--- config.mk ---
export PLATFORM = sky130hd
export DESIGN_NAME = encoder_lane_loader
export DESIGN_NICKNAME = d
export VERILOG_FILES = /design/src/rtl/encoder_lane_loader.sv
export SDC_FILE = /design/constraint.sdc
export NUM_CORES = 2
export LEC_CHECK = 0
export ABC_AREA = 1
export CAP_MARGIN = 10
export CORE_AREA = 2 2 652 654
export DETAILED_ROUTE_END_ITERATION = 8
export DIE_AREA = 0 0 654 656
export GPL_ROUTABILITY_DRIVEN = 0
export PLACE_DENSITY = 0.42
export SYNTH_ARGS = -nofsm -noshare
export SYNTH_HDL_FRONTEND = slang
export SYNTH_SLANG_ARGS = --single-unit
--- constraint.sdc ---
create_clock -name clk -period 4.49 [get_ports clk]
set_clock_uncertainty 0.1 [all_clocks]
set_input_delay 0.6735 -clock clk [delete_from_list [all_inputs] [get_ports clk]]
set_output_delay 0.6735 -clock clk [all_outputs]
set_load 0.1 [all_outputs]
--- src/rtl/encoder_lane_loader.sv ---
// Serial lane loader for the 1600-bit permutation encoder: assembles LANES lanes into raw_data,
// issues a one-cycle start and holds the block until the encoder reports Ready.
module encoder_lane_loader #(
    parameter int unsigned LANE_W = 64,
    parameter int unsigned LANES  = 25,
    parameter int unsigned CNT_W  = 16
) (
    input  logic                      clk,
    input  logic                      reset,
    input  logic                      in_valid,
    input  logic [LANE_W-1:0]         in_data,
    output logic                      in_ready,
    input  logic                      enc_ready,
    output logic                      enc_start,
    output logic [LANE_W*LANES-1:0]   raw_data,
    output logic [4:0]                lane_cnt,
    output logic                      busy,
    output logic                      blk_done,
    output logic [CNT_W-1:0]          blk_count
);

    localparam logic [4:0] LAST_LANE = 5'(LANES - 1);

    typedef enum logic [1:0] {
        FILL  = 2'd0,
        START = 2'd1,
        BUSY  = 2'd2
    } state_t;

    state_t state;
    state_t state_nxt;
    logic   lane_wr;
    logic   blk_fin;

    // State register
    always_ff @(posedge clk or negedge reset) begin
        if (!reset) begin
            state <= FILL;
        end else begin
            state <= state_nxt;
        end
    end

    // Next-state and state-decoded handshake/control
    always_comb begin
        state_nxt = state;
        in_ready  = 1'b0;
        enc_start = 1'b0;
        busy      = 1'b0;
        lane_wr   = 1'b0;
        blk_fin   = 1'b0;
        case (state)
            FILL: begin
                // Gated by reset so upstream sees no ready while reset is held
                in_ready = reset;
                lane_wr  = in_valid && in_ready;
                if (lane_wr && (lane_cnt == LAST_LANE)) begin
                    state_nxt = START;
                end
            end
            START: begin
                // enc_ready deliberately ignored: it may still be high from the previous block
                enc_start = 1'b1;
                busy      = 1'b1;
                state_nxt = BUSY;
            end
            BUSY: begin
                busy = 1'b1;
                if (enc_ready) begin
                    blk_fin   = 1'b1;
                    state_nxt = FILL;
                end
            end
            default: begin
                state_nxt = FILL;
            end
        endcase
    end

    // Lane counter, completion pulse and block counter
    always_ff @(posedge clk or negedge reset) begin
        if (!reset) begin
            lane_cnt  <= 5'd0;
            blk_count <= '0;
            blk_done  <= 1'b0;
        end else begin
            blk_done <= blk_fin;
            if (blk_fin) begin
                lane_cnt  <= 5'd0;
                blk_count <= blk_count + CNT_W'(1);
            end else if (lane_wr) begin
                lane_cnt <= lane_cnt + 5'd1;
            end
        end
    end

    // Block buffer; not cleared between blocks since every lane is rewritten before each start
    always_ff @(posedge clk or negedge reset) begin
        if (!reset) begin
            raw_data <= '0;
        end else begin
            for (int unsigned i = 0; i < LANES; i++) begin
                if (lane_wr && (lane_cnt == 5'(i))) begin
                    raw_data[i*LANE_W +: LANE_W] <= in_data;
                end
            end
        end
    end

endmodule

Figure 1. Routing congestion.
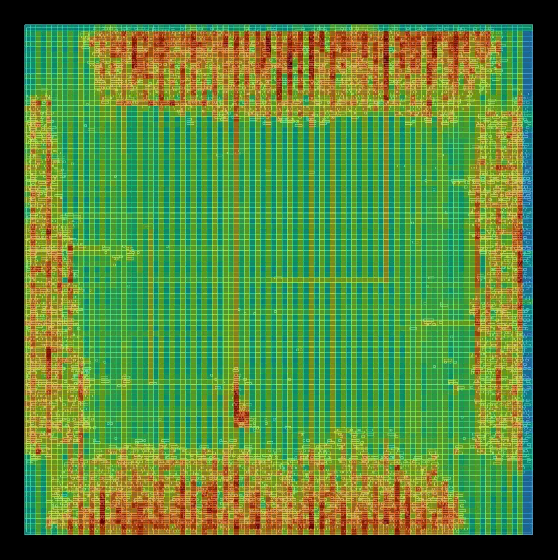
Tot GR Track Use: 13.7%
M1 GR Usage: 15.5%
post-layout util: 20.9%
M3 GR Usage: 3.02%

Figure 2. Cells coloured by class.
Drawn at 1 px/um. Fill, decap, tap and diode cells in grey.
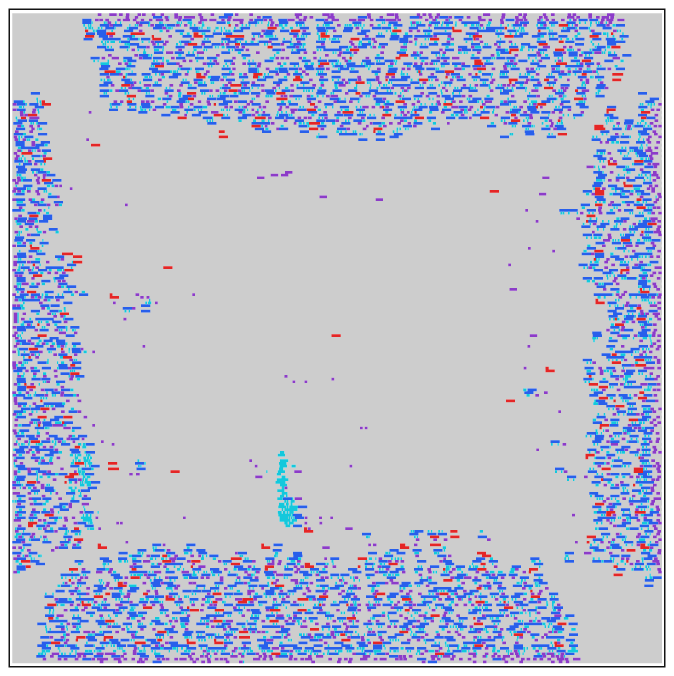
colour	class	cells	share of their area
purple	other buffers and delay cells	1,814	22%
red	clock drivers and dummy loads	356	8.3%
cyan	all other logic	3,435	19%
blue	flip-flops	1,624	50%

Figure 3. The metal 3 layer.
Drawn at 1 px/um.
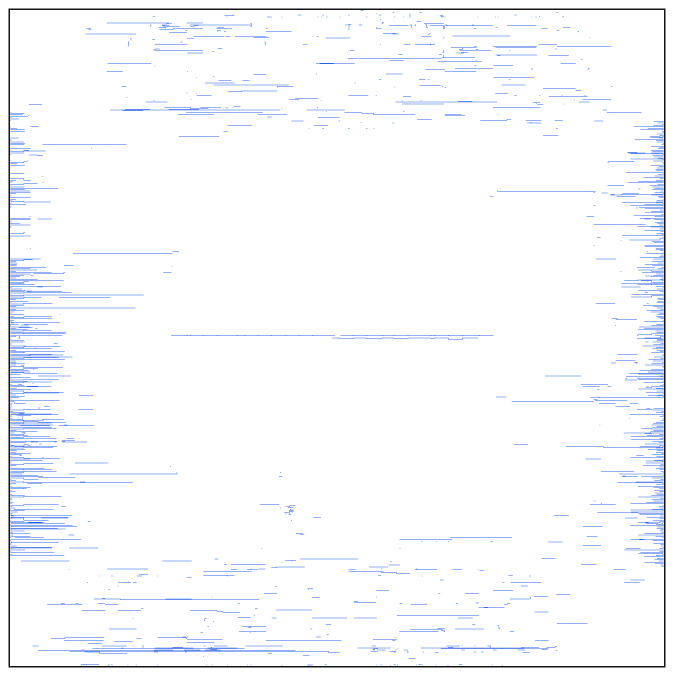
longest straight run	259 um
share of all routed wire	6.3%

==> impl_metrics.toml <==
# yosys + openroad results
[logic_synthesis]
most_common_cell = "nand2_1"
largest_area_cell = "dfrtp_1"
ys_cells = 5539
mux_share_pct = 0
yosys.area_share.adder_pct = 0.214
yosys.area_share.simple_pct = 11.1
logic_family = "AND-OR/OR-AND gates"
synth_top_area_share_pct = 69.6
edf_count = 0
ys_ff = 1624
top_cells_by_area = "dfrtp_1 70%, nand2_1 11%, o21ai_0 8.2%"

[critical_path]
slowest_stage = "clkdlybuf4s50_1"
cp.depth = 1
crit_family = "buffers and inverters"
timing.setup.critical_path_class = "reg2out"
r2r_start = "state[0]$_DFFE_PN0P_"
cpPeakStageDelay_ps = 1280
r2r_setup_slack_ps = 1140
crit_path_end = "raw_data[924]"
r2r-end = "raw_data[33]$_DFFE_PN0P_"

[grt]
gr-max-usage-layer = "met2"
grt_overflow = 0
use_met2_pct = 25.2

[sta]
finalClockPeriodUsage_pct = 77.0

[status]
outcome = "finished, final reports clean"

[layout]
top_register = "raw_data"
finish.instance_area_um2 = 88200
seq_area_um2 = 40600
nonClkBufAreaFrac_pct = 20.6
top_regs = "raw_data x1600, blk_count x16, lane_cnt x5"
largestClassByArea = "registers"
final_common_cell = "clkdlybuf4s50_1"
nFillCells = 46048
nNonClkBuffers = 1814

[min_path]
min_path_cells = 2
min_to = "raw_data[802]$_DFFE_PN0P_"

[floorplanning]
die_area_um2 = 429000
fp_util_pct = 13.8

[clocking]
root_buffer = "clkbuf_16"
clk_pin_slew_worst_paths_ps = 60
post-cts-setup-buffer-count = 0
clock_sinks = 1624
tritoncts = "built"
clk_latency_ps = 860

[placed_design]
hpwl_mm = 218
portBuffers = 1692
placed_area_um2 = 81500

[detailed_routing]
wire_per_inst_um = 23.7
wl_met3_mm = 19.2
